`config.mk`:
```
export PLATFORM = sky130hd
export DESIGN_NAME = pipelined_add_sub
export DESIGN_NICKNAME = d
export VERILOG_FILES = /design/src/rtl/add_pkg.sv /design/src/rtl/carry_chunk.sv /design/src/rtl/pipelined_add_sub.sv
export SDC_FILE = /design/constraint.sdc
export NUM_CORES = 1
export LEC_CHECK = 0
export CAP_MARGIN = 20
export CORE_UTILIZATION = 50
export DETAILED_ROUTE_END_ITERATION = 10
export DONT_BUFFER_PORTS = 1
export GPL_TIMING_DRIVEN = 0
export SETUP_SLACK_MARGIN = 0.3
export SYNTH_ARGS = -nofsm -noshare
export SYNTH_HDL_FRONTEND = slang
export SYNTH_SLANG_ARGS = --single-unit
```
`constraint.sdc`:
```
create_clock -name clk -period 2.37 [get_ports clk]
set_input_delay 0.474 -clock clk [delete_from_list [all_inputs] [get_ports clk]]
set_output_delay 0.474 -clock clk [all_outputs]
set_load 0.02 [all_outputs]
```
`src/rtl/add_pkg.sv`:
```
// Shared definitions for the pipelined adder/subtractor.
//   mode_e         : per-beat operation select (ADD = 0, SUB = 1).
//   DEFAULT_WIDTH  : default operand/result width.
//   DEFAULT_CHUNK  : default bits resolved per pipeline stage.
//   width_ok()     : configuration legality test used at elaboration.
package add_pkg;

  typedef enum logic {
    ADD = 1'b0,
    SUB = 1'b1
  } mode_e;

  localparam int DEFAULT_WIDTH = 16;
  localparam int DEFAULT_CHUNK = 4;

  // A width is legal only when it splits into whole, non-empty chunks.
  function automatic bit width_ok(input int width, input int chunk);
    return (chunk > 0) && (width >= chunk) && ((width % chunk) == 0);
  endfunction

endpackage

```
`src/rtl/carry_chunk.sv`:
```
// Combinational CHUNK-bit ripple-carry slice.
//   a, b  : operand slices (b already inverted for subtraction)
//   cin   : carry into bit 0 of the slice
//   s     : sum slice
//   cout  : carry out of the slice MSB
module carry_chunk #(
  parameter int CHUNK = 4
) (
  input  logic [CHUNK-1:0] a,
  input  logic [CHUNK-1:0] b,
  input  logic             cin,
  output logic [CHUNK-1:0] s,
  output logic             cout
);

  // c[i] is the carry into bit i; c[CHUNK] leaves the slice.
  logic [CHUNK:0] c;

  always_comb begin
    c    = '0;
    s    = '0;
    c[0] = cin;
    for (int i = 0; i < CHUNK; i++) begin
      s[i]   = a[i] ^ b[i] ^ c[i];
      c[i+1] = (a[i] & b[i]) | (a[i] & c[i]) | (b[i] & c[i]);
    end
  end

  assign cout = c[CHUNK];

endmodule

```
`src/rtl/pipelined_add_sub.sv`:
```
// Pipelined two's-complement adder/subtractor.
// The WIDTH-bit operation is split into STAGES = WIDTH/CHUNK ripple slices,
// one register stage per slice. Stage k resolves sum bits [k*CHUNK +: CHUNK]
// from the carry registered by stage k-1; operands and the partial sum ride
// along in skew registers so each beat carries its own mode and carry-in.
//
// Ports:
//   clk, rst_n             : clock (rising edge), async active-low reset
//   in_valid / in_ready    : operand beat handshake
//   in_a, in_b             : operands
//   in_cin                 : carry-in (ADD only; SUB forces carry-in 1)
//   in_mode                : ADD / SUB (mode_e)
//   out_valid / out_ready  : result beat handshake
//   out_sum                : result bits, modulo 2^WIDTH
//   out_cout               : carry out of the MSB (SUB: 1 = no borrow)
//   out_ovf                : signed overflow
//
// Handshake: a beat transfers on in_valid && in_ready, a result retires on
// out_valid && out_ready. The whole pipe advances together when
// en = !out_valid || out_ready; in_ready equals en, so a stalled output
// freezes every stage and no new beat is taken. Retire and accept may
// happen in the same cycle. An empty input slot while en=1 enters stage 0
// as a bubble and travels down the pipe like any other beat.
module pipelined_add_sub
  import add_pkg::*;
#(
  parameter int WIDTH = DEFAULT_WIDTH,
  parameter int CHUNK = DEFAULT_CHUNK
) (
  input  logic             clk,
  input  logic             rst_n,
  input  logic             in_valid,
  output logic             in_ready,
  input  logic [WIDTH-1:0] in_a,
  input  logic [WIDTH-1:0] in_b,
  input  logic             in_cin,
  input  mode_e            in_mode,
  output logic             out_valid,
  input  logic             out_ready,
  output logic [WIDTH-1:0] out_sum,
  output logic             out_cout,
  output logic             out_ovf
);

  localparam int STAGES = WIDTH / CHUNK;
  localparam int LAST   = STAGES - 1;

  if (!width_ok(WIDTH, CHUNK)) begin : g_bad_cfg
    $error("pipelined_add_sub: WIDTH must be a non-zero multiple of CHUNK");
  end

  // Per-stage register contents. b holds the already-inverted operand for
  // SUB beats, so later stages never need to know the mode.
  typedef struct packed {
    logic [WIDTH-1:0] a;
    logic [WIDTH-1:0] b;
    logic [WIDTH-1:0] sum;
    logic             carry;
  } stage_t;

  stage_t              st_q   [STAGES];
  stage_t              nxt_st [STAGES];
  logic [STAGES-1:0]   valid_q;
  logic [STAGES-1:0]   nxt_v;
  logic                en;

  assign en       = !valid_q[LAST] || out_ready;
  assign in_ready = en;

  for (genvar k = 0; k < STAGES; k++) begin : g_stage
    logic [WIDTH-1:0] a_src;
    logic [WIDTH-1:0] b_src;
    logic [WIDTH-1:0] sum_src;
    logic             c_src;
    logic [CHUNK-1:0] s_slice;
    logic             c_slice;
    logic [WIDTH-1:0] sum_new;

    if (k == 0) begin : g_first
      // Capture point: B is inverted once here, and SUB injects the +1
      // through the stage-0 carry instead of in_cin.
      assign a_src   = in_a;
      assign b_src   = (in_mode == SUB) ? ~in_b : in_b;
      assign sum_src = '0;
      assign c_src   = (in_mode == SUB) ? 1'b1 : in_cin;
      assign nxt_v[k] = in_valid;
    end else begin : g_rest
      assign a_src   = st_q[k-1].a;
      assign b_src   = st_q[k-1].b;
      assign sum_src = st_q[k-1].sum;
      assign c_src   = st_q[k-1].carry;
      assign nxt_v[k] = valid_q[k-1];
    end

    carry_chunk #(
      .CHUNK (CHUNK)
    ) u_slice (
      .a    (a_src[k*CHUNK +: CHUNK]),
      .b    (b_src[k*CHUNK +: CHUNK]),
      .cin  (c_src),
      .s    (s_slice),
      .cout (c_slice)
    );

    // Splice this stage's freshly resolved bits into the travelling sum.
    always_comb begin
      sum_new                    = sum_src;
      sum_new[k*CHUNK +: CHUNK]  = s_slice;
    end

    assign nxt_st[k] = '{a: a_src, b: b_src, sum: sum_new, carry: c_slice};
  end

  // Data registers only load when a real beat arrives, so bubbles leave the
  // previous contents in place instead of toggling on garbage.
  always_ff @(posedge clk or negedge rst_n) begin
    if (!rst_n) begin
      valid_q <= '0;
      for (int k = 0; k < STAGES; k++) begin
        st_q[k] <= '0;
      end
    end else if (en) begin
      valid_q <= nxt_v;
      for (int k = 0; k < STAGES; k++) begin
        if (nxt_v[k]) begin
          st_q[k] <= nxt_st[k];
        end
      end
    end
  end

  // Result comes straight from the last stage register, so it is stable
  // whenever the pipe is held.
  assign out_valid = valid_q[LAST];
  assign out_sum   = st_q[LAST].sum;
  assign out_cout  = st_q[LAST].carry;
  // Overflow: operands of equal sign producing a sum of the other sign.
  assign out_ovf   = (st_q[LAST].a[WIDTH-1] == st_q[LAST].b[WIDTH-1]) &&
                     (st_q[LAST].sum[WIDTH-1] != st_q[LAST].a[WIDTH-1]);

endmodule

```
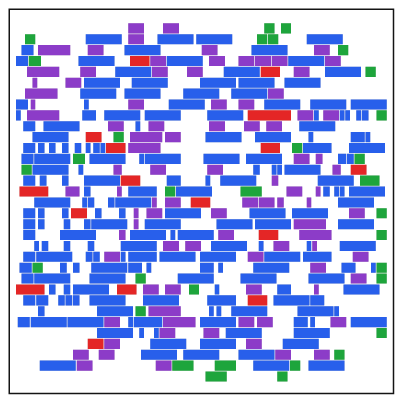
*Sizing map, run 1*
(4 px per µm)
color	size	cells
purple	drive 2	92
red	drive 6 and up	16
blue	drive 1 or less	199
green	drive 3 to 4	32

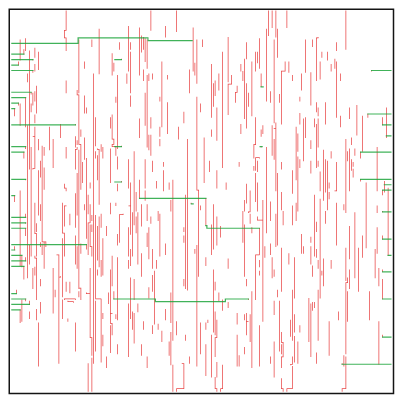
*Routed metal, one color a layer, run 1*
(4 px per µm) Two of the layers only.
color	layer	wire length
green	met3	276 µm
red	met2	3140 µm

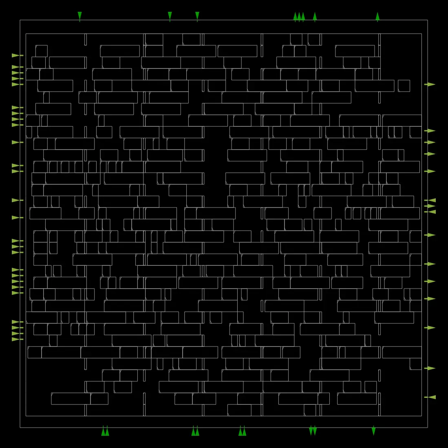
*Placement view, run 1*
count of flip-flops and latches: 98
final core utilization: 57.5%
flop share of the area: 51.1%

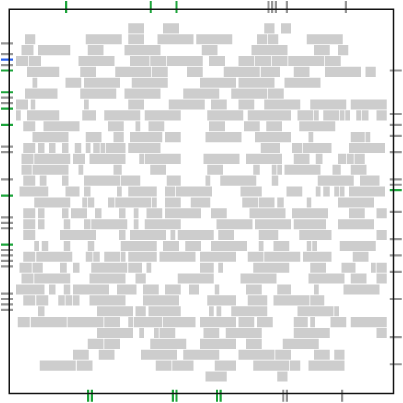
*Pin map, run 1*
(4 px per µm) Pins as bars across the die edge, other pins in gray.
color	port	pins	direction	edge
blue	in_cin	1	input	left
green	in_a	16	input	6 bottom, 6 left, 3 top, 1 right

==> results.env, run 1 <==
WORST_IR_DROP_VDD_mV=0.410
FIN_CRIT_NS=2.29
FINAL_LAYOUT_TOP_LOGIC_CELL='sky130_fd_sc_hd__dfrtp_1'
ROUTED-WL-MET3_UM=275
POWER_SEQUENTIAL_mW=2.93
CRITICAL_PATH.STARTPOINT_TYPE='primary input'
FINISH.INSTANCE_AREA_MM2=0.00480
CRITICAL_PATH.TOP_DELAY_FAMILY='adder cells'
R2R_SETUP_SLK_NS=0.32
PG_CLK_mW=1.00
SYN_AREA_PER_CELL_UM2=13.7
WORSTSETUPPATHDEPTH=10
UNREPAIRED_SETUP_ENDPOINTS_AFTER_GLOBAL_ROUTING='yes'
POWER_FRAC_COMB_PCT=38.4
GRT-OVFL-TOTAL=0
WORSTHOLDPATHTYPE='in -> async'
SYNTH_CHIP_AREA_MM2=0.00439
POST_CTS.REPAIR.SETUP_BUFFERS=3
NUMBER_OF_STANDARD_CELL_ROWS_IN_THE_FLOORPLAN=33
SEQ_POWER_SHARE_PCT=45.9
DRT-WIRELENGTH-PER-CELL_UM=15.8
TOP_AREA_CONTRIBUTOR_SHARE_PCT=55.9
USE_MET2_PCT=25.4
POWER-TOP-GROUP='registers'
GLOBAL_ROUTE.USAGE.MET3_PCT=5.06
LOG.WARNING_COUNT=31
REPORT.FINAL.SLEW_VIOL_COUNT=0
DESIGN.DIE.AREA_MM2=0.00916
BIGGEST_FANOUT_ALONG_THE_WORST_TIMING_PATH=4
DRT_ITER0_MARKERS=54
AREAGROWTHSYNTHTOFINISH_PCT=9.26
R2R_START='g_stage[2].a_src[8]'
GRT_PASS1_VIAS=2254
SYNTHFLOPTYPE='sky130_fd_sc_hd__dfrtp_1'
RUN_STATUS='finished with violations'
FINALSETUPVIOLCOUNT=0
YS_WARN_COUNT=0
TOTALNEGATIVESETUPSLACK_NS=0
FMAX_MHz=438
TIMING.FINAL.HOLD_VIOLATIONS=98
CLOCKROOTBUFFER='sky130_fd_sc_hd__clkbuf_8'
HOLD_SLACK_NS=-0.197
DETAIL_ROUTE.WIRELENGTH_MM=7.03
SYNTH_CELL_TYPES=22
CRITPATHLAUNCH='in_mode'
SYNTH_SEQ_SHARE_PCT=55.9
MIN_PERIOD_OVER_PERIOD_PCT=96.4
CRITPATHREQUIREDTIME_NS=2.61
CRIT_TOP_CELL='sky130_fd_sc_hd__fa_2'
P_CLK_SHARE_PCT=15.6
DIE.SIZE.X_UM=95.7
GRT_START_MAX_NET_PINS=99
DRT_PASS1_ITERATIONS=4
WORSTSETUPENDPOINT='g_stage[1].sum_src[3]'
TIMING.RR.END='g_stage[3].sum_src[11]'
WORST_SETUP_PATH_END_KIND='flop'
POSTSYNTHCELLCOUNT=320
CTSRESIZECOUNT=15
FILLERINSTANCES=724
ANTENNA_CELLS_INSERTED=0
FINAL_LAYOUT_SIZE_SUFFIX_GT1_SHARE_PCT=41.3
FLOPS_LATCHES_SYNTH=98
GRT_USE_TOTAL_PCT=17.9
CELLINTERNALPOWER_mW=4.28
GRT.MET1_USAGE_PCT=26.1
POST_ROUTE_DRC_VIOLATION_COUNT=0
YOSYS-TOP-CELLS-AREA='sky130_fd_sc_hd__dfrtp_1, sky130_fd_sc_hd__mux2_2, sky130_fd_sc_hd__fa_1'
NET-SWITCHING-POWER_mW=2.11
NUM_IO_PINS=58
FINAL.SETUP.WORST_SLACK_NS=0.0845
CRIT_PATH_MAX_INCR_DELAY_NS=0.39
YS_CELLS=320
DESIGN.FINAL.NETS=390
GRT_ANTENNA_BEFORE_REPAIR=0
DOMINANT_CELL_BY_COUNT_IN_THE_SYNTHESIZED_NETLIST='sky130_fd_sc_hd__dfrtp_1'
DPL.HPWL_MM=4.95
MAX_SLEW.WORST_PIN.SLEW_NS=0.630
POST-PLACE-WS_NS=-0.377
VIOLATIONS='negative hold slack'
CTS_TREE='built'
PLACEDCELLCOUNT=425
STATIC-LEAKAGE-POWER_nW=2.16
NUM_VIAS=2244
WL_MET1_MM=3.53
SYN-CELL-AREA_MM2=0.00439
AREA_INSIDE_THE_CORE_BOUNDARY_MM2=0.00834
CLOCK-SKEW-FINAL_NS=0.00757
PLACED_AREA_MM2=0.00456
LAYOUT.CELLS.MOST_COMMON_LIST='sky130_fd_sc_hd__dfrtp_1, sky130_fd_sc_hd__mux2_2, sky130_fd_sc_hd__inv_1, sky130_fd_sc_hd__buf_4, sky130_fd_sc_hd__a21oi_1'
PWR.GROUP.COMBINATIONAL_mW=2.45
CLOCK_PATH_BUFFERS=2
FINALWEIGHTEDCONGESTION=0.759
P_TOTAL_mW=6.39
PATH_BUFFERS=4
CLOCK_INSERTION_DELAY_WORST_SKEW_NS=0.35
POWER_DENSITY_OVER_CELL_AREA_mW_PER_MM2=1330
ASYNC_RESET_FF_SHARE_PCT=100
FP_NETS=374
CRITICAL_PATH_ARRIVAL_NS=2.53
GRT-BUSIEST-LAYER='met1'
WORSTREGTOREGCELLS=8
FP.DIEH_UM=95.7
FLOORPLANUTILIZATION_PCT=52.6
CRIT_PATH_KIND='in -> reg'
DR_WL_MET2_MM=3.14
DRV.MAX_CAP_VIOLATION_COUNT=0
WIRE_LENGTH_OF_THE_FIRST_GLOBAL_ROUTING_PASS_MM=11.8
CTS_INSERTED_BUFFERS=9
run 1: area by class of cell:
type | count | area (µm²) | share of cell area (%)
clock inverters | 3 | 42.5 | 0.887
multi-input cells | 157 | 1620 | 33.8
clock buffers | 11 | 131 | 2.74
well taps | 105 | 131 | 2.74
flip-flops and latches | 98 | 2450 | 51.1
repair buffers | 5 | 37.5 | 0.782
inverters | 34 | 128 | 2.66
plain buffers | 31 | 254 | 5.29
run 1: cells by family (layout without fill, tap and decap cells):
kind of cell	count (synthesis)	after routing	share of synthesized area, %
AND/OR/NAND/NOR	16	16	2.02
XOR/XNOR	16	16	3.19
adder cells (fa/ha/maj)	16	16	7.30
AND-OR/OR-AND	31	31	3.56
flip-flops	98	98	55.9
buffers and inverters	65	84	7.98
multiplexers	78	78	20.1
## Run 2: what changed since run 1
- clock period: 2.37 -> 2.95 ns (I/O delays scaled with it)
==> run 2 against run 1 <==
- the flow still finishes with violations (negative hold slack)
- area after synthesis stayed put
- critical path type unchanged
- clock power decreased by about 10%
- global-route usage fell by 1.5 points
- worst hold slack improved by 0.12 ns
- flip-flop count unchanged
- first-iteration DRC count fell by 20%
- combinational power fell by 22%
==> results.env, run 2 <==
RUN_STATUS='finished with violations'
VIOLATIONS='negative hold slack'
NUM_IO_PINS=58  # unchanged
CRITICAL_PATH_ARRIVAL_NS=2.76  # +0.23 ns
WORSTHOLDPATHTYPE='in -> async'
POST-PLACE-WS_NS=0.0540  # +0.431 ns
P_TOTAL_mW=5.09  # -20%
REPORT.FINAL.SLEW_VIOL_COUNT=0  # unchanged
HIGHEST_LAYER='met4'
DRT_PASS1_ITERATIONS=4  # unchanged
POST_ROUTE_DRC_VIOLATION_COUNT=0  # unchanged
UNREPAIRED_SETUP_ENDPOINTS_AFTER_GLOBAL_ROUTING='no'
PLACED_AREA_MM2=0.00455  # -0.25%
SWSHARE_PCT=32.8
POST_CTS.REPAIR.SETUP_BUFFERS=0  # -3
YOSYS-TOP-CELLS-AREA='sky130_fd_sc_hd__dfrtp_1, sky130_fd_sc_hd__mux2_2, sky130_fd_sc_hd__fa_1'
CLOCK_INSERTION_DELAY_WORST_SKEW_NS=0.35  # about the same
ENABLE_FLOP_CELLS=0
CLOCK_SINK_COUNT=98
FLOPS_LATCHES_SYNTH=98  # unchanged
YS_CELLS=320  # unchanged
LAYOUT.CELLS.NON_FILLER=441
CTS_INSERTED_BUFFERS=9  # unchanged
PATH_BUFFERS=4  # unchanged
DRV.MAX_CAP_VIOLATION_COUNT=0  # unchanged
SYNTH_SEQ_SHARE_PCT=55.9  # unchanged
CTS.REPORTEDPATHS.CLKPINSLEW_NS=0.09
WORST_IR_DROP_VDD_mV=0.315  # -23%
FILLERINSTANCES=722  # -0.28%
POWER_DENSITY_OVER_CELL_AREA_mW_PER_MM2=1070  # -19%
SYN-CELL-AREA_MM2=0.00439  # unchanged
CRITICAL_PATH.STARTPOINT_TYPE='primary input'
SYNTH_SIMPLE_GATE_AREA_SHARE_PCT=2.02  # unchanged
DR_WL_MET2_MM=2.93  # -6.5%
FINISH.INSTANCE_AREA_MM2=0.00474  # -1.1%
GRT-BUSIEST-LAYER='met1'
ROUTED-WL-MET3_UM=287  # +4.4%
CRITPATHSLOWESTCELL='sky130_fd_sc_hd__fa_1'
MIN_PERIOD_OVER_PERIOD_PCT=85.5
R2R_START='g_stage[1].b_src[4]'
SEQ_POWER_SHARE_PCT=45.9  # about the same
AREA_INSIDE_THE_CORE_BOUNDARY_MM2=0.00834  # unchanged
NUM_VIAS=2220  # -1.1%
MAX_SLEW.WORST_PIN.SLEW_NS=0.709  # +0.0785 ns
BIGGEST_FANOUT_ALONG_THE_WORST_TIMING_PATH=10  # +6
TIMING.MAX_SLEW.REL_SLACK_PCT=52.8
WIRE_LENGTH_OF_THE_FIRST_GLOBAL_ROUTING_PASS_MM=11.0  # -6.7%
AREAGROWTHSYNTHTOFINISH_PCT=8.01
USE_MET2_PCT=22.9  # -2.4 points
R2R_SETUP_SLK_NS=0.78  # +0.46 ns
FINAL_ANTENNA_NET_COUNT=0
FINALWEIGHTEDCONGESTION=0.761  # +0.17%
FP_NETS=374  # unchanged
DRT-WIRELENGTH-PER-CELL_UM=15.1  # -4.3%
XOR_AREA_SHARE_PCT=3.19  # unchanged
PLACEDCELLCOUNT=425  # unchanged
CLOCK-SKEW-FINAL_NS=0.0120  # +0.00447 ns
DPL.HPWL_MM=4.77  # -3.8%
CELLINTERNALPOWER_mW=3.42  # -20%
CTS.HTREE.LEVELS=3
SYNTHADDERAREAFRAC_PCT=7.30  # unchanged
WORSTSETUPENDPOINT='g_stage[1].sum_src[3]'
YS_WARN_COUNT=0  # unchanged
DRT_ITER0_MARKERS=43  # -20%
GRT.MET1_USAGE_PCT=24.9  # -1.2 points
FMAX_MHz=397
TOP_AREA_CONTRIBUTOR_SHARE_PCT=55.9  # unchanged
GRT_START_MAX_NET_PINS=99  # unchanged
SYNTHFLOPTYPE='sky130_fd_sc_hd__dfrtp_1'
LOG.WARNING_COUNT=29  # -6.5%
FIN_CRIT_NS=2.52
TOPCOMBFAMILYBYAREA='multiplexers'
CRITICAL_PATH.TOP_DELAY_FAMILY='adder cells'
DOMINANT_CELL_BY_COUNT_IN_THE_SYNTHESIZED_NETLIST='sky130_fd_sc_hd__dfrtp_1'
HOLD_SLACK_NS=-0.0740  # +0.123 ns
PORT_BUFFERS=0
STATIC-LEAKAGE-POWER_nW=2.15  # -0.31%
FP.DIEH_UM=95.7  # unchanged
GLOBAL_ROUTE.USAGE.MET3_PCT=3.63  # -1.4 points
SYN_AREA_PER_CELL_UM2=13.7  # unchanged
TIMING.FINAL.HOLD_VIOLATIONS=98  # unchanged
DESIGN.DIE.AREA_MM2=0.00916  # unchanged
YOSYS-TOP-CELLS-COUNT='sky130_fd_sc_hd__dfrtp_1, sky130_fd_sc_hd__mux2_2, sky130_fd_sc_hd__inv_1'
POSTLAYOUTCOREUTIL_PCT=56.9  # -0.66 points
DETAIL_ROUTE.WIRELENGTH_MM=6.68  # -5.0%
SYNTH-COMPOUND-AREA-SHARE_PCT=3.56  # unchanged
DESIGN.FINAL.NETS=385  # -1.3%
DIE.SIZE.X_UM=95.7  # unchanged
WORSTSETUPPATHDEPTH=10  # unchanged
P_CLK_SHARE_PCT=16.8  # +1.2 points
LAYOUT.CELLS.MOST_COMMON_LIST='sky130_fd_sc_hd__dfrtp_1, sky130_fd_sc_hd__mux2_2, sky130_fd_sc_hd__inv_1'
NET-SWITCHING-POWER_mW=1.67  # -21%
FINAL_LAYOUT_TOP_LOGIC_CELL='sky130_fd_sc_hd__dfrtp_1'
WORST_SETUP_PATH_END_KIND='flop'
CTS_TREE='built'
TOP_AREA_CELL='sky130_fd_sc_hd__dfrtp_1'
POST_SYNTHESIS_MUX_AREA_SHARE_PCT=20.1  # unchanged
DRT-VIAS-PER-INSTANCE=5.03
ANTENNA_CELLS_INSERTED=0  # unchanged
POSTSYNTHCELLCOUNT=320  # unchanged
FLOORPLANUTILIZATION_PCT=52.6  # unchanged
ASYNC_RESET_FF_SHARE_PCT=100  # unchanged
CRIT_PATH_KIND='in -> reg'
CRITPATHLAUNCH='in_mode'
FINAL_LAYOUT_SIZE_SUFFIX_GT1_SHARE_PCT=35.1  # -6.2 points
FINAL.SETUP.WORST_SLACK_NS=0.428  # +0.343 ns
GRT_PASS1_VIAS=2182  # -3.2%
CRITPATHREQUIREDTIME_NS=3.18  # +0.57 ns
WORSTREGTOREGCELLS=8  # unchanged
GRT_ANTENNA_BEFORE_REPAIR=0  # unchanged
CLOCK_PATH_BUFFERS=2  # unchanged
WL_MET1_MM=3.36  # -4.6%
FINALSETUPVIOLCOUNT=0  # unchanged
TOTALNEGATIVESETUPSLACK_NS=0  # unchanged
GRT-OVFL-TOTAL=0  # unchanged
NUMBER_OF_STANDARD_CELL_ROWS_IN_THE_FLOORPLAN=33  # unchanged
SYNTH_CELL_TYPES=22  # unchanged
CRIT_PATH_MAX_INCR_DELAY_NS=0.42  # +0.03 ns
GRT_USE_TOTAL_PCT=16.4  # -1.5 points
POWER_FRAC_COMB_PCT=37.3  # -1.1 points
TIMING.RR.END='g_stage[2].sum_src[7]'
SYNTH_CHIP_AREA_MM2=0.00439  # unchanged
CLOCKROOTBUFFER='sky130_fd_sc_hd__clkbuf_8'
TIMING.CRITICAL_PATH.CELLS='buf_6, buf_8, or2_4, fa_2, fa_2, inv_2, fa_1, inv_1, fa_1, mux2_2'
==> run 2: cell counts after synthesis <==
Identical to the previous run, type by type.
==> run 2: what timing repair did <==
item | in CTS | in global routing
resized | 0 | 0
hold endpoints to repair | 98 | 98
setup endpoints to repair | 0 | 0
==> run 2: power by group through the flow <==
stage                     clock network, mW  logic [mW]  registers [mW]
after floorplan                           0        1.64            2.24
after global placement                    0        1.90            2.36
after detailed placement                  0        1.94            2.38
after CTS                             0.889        1.94            2.35
after global routing                  0.948        2.11            2.42
final                                 0.856        1.90            2.34
==> run 2: layout make-up <==
class,instances,area (µm²),area share (%)
buffer,31,239,5.04
sequential,98,2450,51.7
inverter,34,128,2.69
clock inverter,4,51.3,1.08
multi-input combinational,157,1600,33.6
tap,105,131,2.77
clock buffer,12,145,3.06
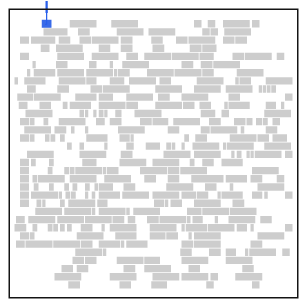
*Nets reached from selected ports, run 2*
(3 px per µm)
color	port	bits	direction	edge	end cells	buffers	wire
blue	in_cin	1	input	top	1	0	5.00 µm

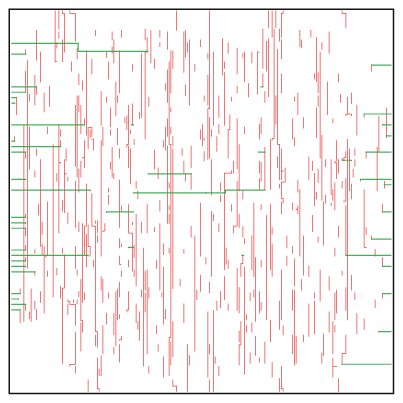
*Routed metal, one color a layer, run 2*
(4 px per µm) Two of the layers only.
color	layer	wire length
green	met3	288 µm
red	met2	2930 µm

Power figures rest on the tool's default switching activity, not on a simulated workload.
